===== config.mk =====
export PLATFORM = sky130hd
export DESIGN_NAME = keypad_scanner
export DESIGN_NICKNAME = d
export VERILOG_FILES = /design/src/rtl/keypad_scanner.sv
export SDC_FILE = /design/constraint.sdc
export NUM_CORES = 1
export LEC_CHECK = 0
export CAP_MARGIN = 20
export CORE_ASPECT_RATIO = 0.8
export CORE_MARGIN = 3
export CORE_UTILIZATION = 35
export DETAILED_ROUTE_END_ITERATION = 8
export PLACE_DENSITY_LB_ADDON = 0.12
export SLEW_MARGIN = 10
export SYNTH_ARGS = -nofsm -noshare
export SYNTH_HDL_FRONTEND = slang
export SYNTH_SLANG_ARGS = --single-unit

===== constraint.sdc =====
create_clock -name clk -period 7.3 [get_ports clk]
set_input_delay 0.73 -clock clk [delete_from_list [all_inputs] [get_ports clk]]
set_output_delay 0.73 -clock clk [all_outputs]
set_load 0.01 [all_outputs]

===== src/rtl/keypad_scanner.sv =====
// 4x4 active-low matrix keypad scanner: rotates a one-cold row drive, snapshots
// the whole keypad once per frame, debounces snapshots and emits key press events.
module keypad_scanner #(
    parameter int SCAN_DIV = 50000,
    parameter int DEBOUNCE = 4
) (
    input  logic       clk,
    input  logic       rst_n,
    input  logic [3:0] COLUMN,
    output logic [3:0] ROW,
    output logic [3:0] key_code,
    output logic       key_valid,
    output logic       key_down
);
    localparam int DW = (SCAN_DIV > 2) ? $clog2(SCAN_DIV) : 1;
    localparam int CW = $clog2(DEBOUNCE + 1);

    typedef enum logic {S_IDLE, S_PRESSED} state_t;

    logic [3:0]    r_col_s1, r_col_s2;
    logic [DW-1:0] r_div;
    logic [1:0]    r_row;
    logic [15:0]   r_snap, r_prev;
    logic [CW-1:0] r_stable;
    state_t        r_state;
    logic [3:0]    r_code;
    logic          r_valid, r_down;

    logic          w_last, w_frame_end, w_none, w_single, w_accept;
    logic [3:0]    w_sample, w_key;
    logic [15:0]   w_frame;
    logic [CW-1:0] w_stable_nx;

    assign w_last      = (r_div == DW'(SCAN_DIV - 1));
    assign w_frame_end = w_last && (r_row == 2'd3);
    assign w_sample    = ~r_col_s2;
    // Row 3 is sampled on the frame-end edge, so it bypasses the snapshot register.
    assign w_frame     = {w_sample, r_snap[11:0]};
    assign w_none      = (w_frame == 16'd0);
    assign w_single    = !w_none && ((w_frame & (w_frame - 16'd1)) == 16'd0);

    always_comb begin
        w_key = 4'd0;
        for (int i = 15; i >= 0; i--)
            if (w_frame[i]) w_key = 4'(i);
    end

    always_comb begin
        w_stable_nx = CW'(1);
        if (w_frame == r_prev)
            w_stable_nx = (r_stable == CW'(DEBOUNCE)) ? r_stable : r_stable + CW'(1);
    end

    assign w_accept = w_frame_end && (w_stable_nx == CW'(DEBOUNCE));

    // Synchronizer idles at all-ones (no key) so reset never looks like a press.
    always_ff @(posedge clk) begin
        if (!rst_n) begin
            r_col_s1 <= 4'hF;
            r_col_s2 <= 4'hF;
            r_div    <= '0;
            r_row    <= 2'd0;
            r_snap   <= '0;
            r_prev   <= '0;
            r_stable <= '0;
        end else begin
            r_col_s1 <= COLUMN;
            r_col_s2 <= r_col_s1;
            if (w_last) begin
                r_div               <= '0;
                r_row               <= r_row + 2'd1;
                r_snap[4*r_row +: 4] <= w_sample;
                if (w_frame_end) begin
                    r_prev   <= w_frame;
                    r_stable <= w_stable_nx;
                end
            end else begin
                r_div <= r_div + DW'(1);
            end
        end
    end

    always_ff @(posedge clk) begin
        if (!rst_n) begin
            r_state <= S_IDLE;
            r_code  <= 4'd0;
            r_valid <= 1'b0;
            r_down  <= 1'b0;
        end else begin
            r_valid <= 1'b0;
            if (w_accept) begin
                case (r_state)
                    S_IDLE: if (w_single) begin
                        r_code  <= w_key;
                        r_valid <= 1'b1;
                        r_down  <= 1'b1;
                        r_state <= S_PRESSED;
                    end
                    S_PRESSED: if (w_none) begin
                        r_down  <= 1'b0;
                        r_state <= S_IDLE;
                    end else if (w_single && (w_key != r_code)) begin
                        r_code  <= w_key;
                        r_valid <= 1'b1;
                    end
                    default: r_state <= S_IDLE;
                endcase
            end
        end
    end

    assign ROW       = ~(4'b0001 << r_row);
    assign key_code  = r_code;
    assign key_valid = r_valid;
    assign key_down  = r_down;
endmodule


==> run notes <==
This note records the results obtained with Yosys and OpenROAD.

Placed design
The minimum setup slack after placement is 4.53 ns. The number of placed instances, taps included, is 505. The placed wire-length estimate is approximately 5400 µm.

Timing
Dividing the final minimum period by the clock period gives 37.7%.

Yosys
After synthesis, the design contains 399 cells according to Yosys. The proportion of register bits with asynchronous set or reset after synthesis is 0%. The synthesized design devotes to its leading area cell type 38.2% of total area.

Worst hold path
The terminating pin of the worst hold path is r_col_s2[0]$_SDFF_PN1_.

Flow run
In this run the tools logged warnings totalling 31.

Power and ir drop
The share of power burned in the clock network is a little over half. The sequential power reported by the tool is ~0.36 mW. The power share of the sequential group is 42.3%.

Final layout
The flop share of the area is 33.0%.

Clock tree
The number of setup buffers added after CTS is 0. The longest clock path from root to sink contains 2 buffers.

Outcome
The flow ran to the end, and the final reports show no timing, DRC or antenna violations.

Setup path
The timing report gives the worst reg2reg path a setup slack of 4.55 ns. The family with the most delay on the worst path is AND-OR/OR-AND gates. The origin of the worst setup path is r_snap[0]$_SDFFE_PN0P_.

Routing
For this block, wires on met1 add up to 3930 µm. The post-detailed-route count of antenna-violating nets is 0.
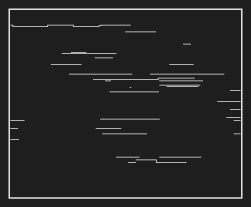
(images/met3.png)
Scale: 2 px per µm.
The longest straight run is 36.8 µm. The wires run mostly horizontal. 28 nets have wire on it.
global routing met3 resource utilization: 5.56%
vias after detailed routing: 2694
overall routed net length: 7780 µm

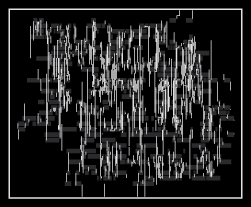
(images/met2.png)
Scale: 2 px per µm.
The longest straight run is 56.1 µm. The wires run mostly vertical.
met2 capacity usage during global routing: 21.8%

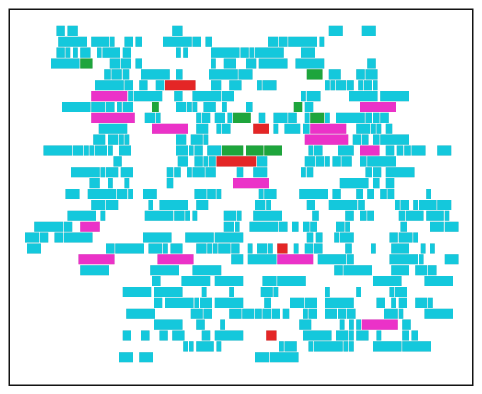
(images/drive_strength.png)
Scale: 4 px per µm.
Key: cyan = drive 1 or less [cells 378, most used dfxtp_1]; green = drive 2 [cells 9, most used nor4_2]; red = drive 3 to 4 [cells 5, most used buf_4]; magenta = drive 6 and up [cells 13, most used clkbuf_16]
final worst-path setup slack: 4.55 ns
Design Area, Final: 3880 µm²
count of plain and timing-repair buffers in the layout: 17
Synth-to-Final Area Change: 15.6%

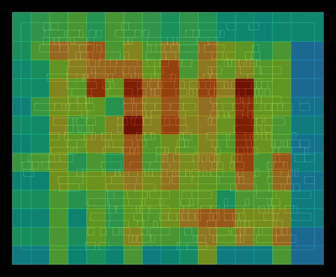
(images/final_congestion.png)
GRT Resource Usage Total: 15.8%
met1 demand-to-capacity share in global routing: 22.8%
final routed wire length divided by cell count: 15.0 µm
peak-usage layer in the global routing report: met1
share of the core filled with cells: 42.2%

No activity file was given, so power comes from the tool's default toggle rates.
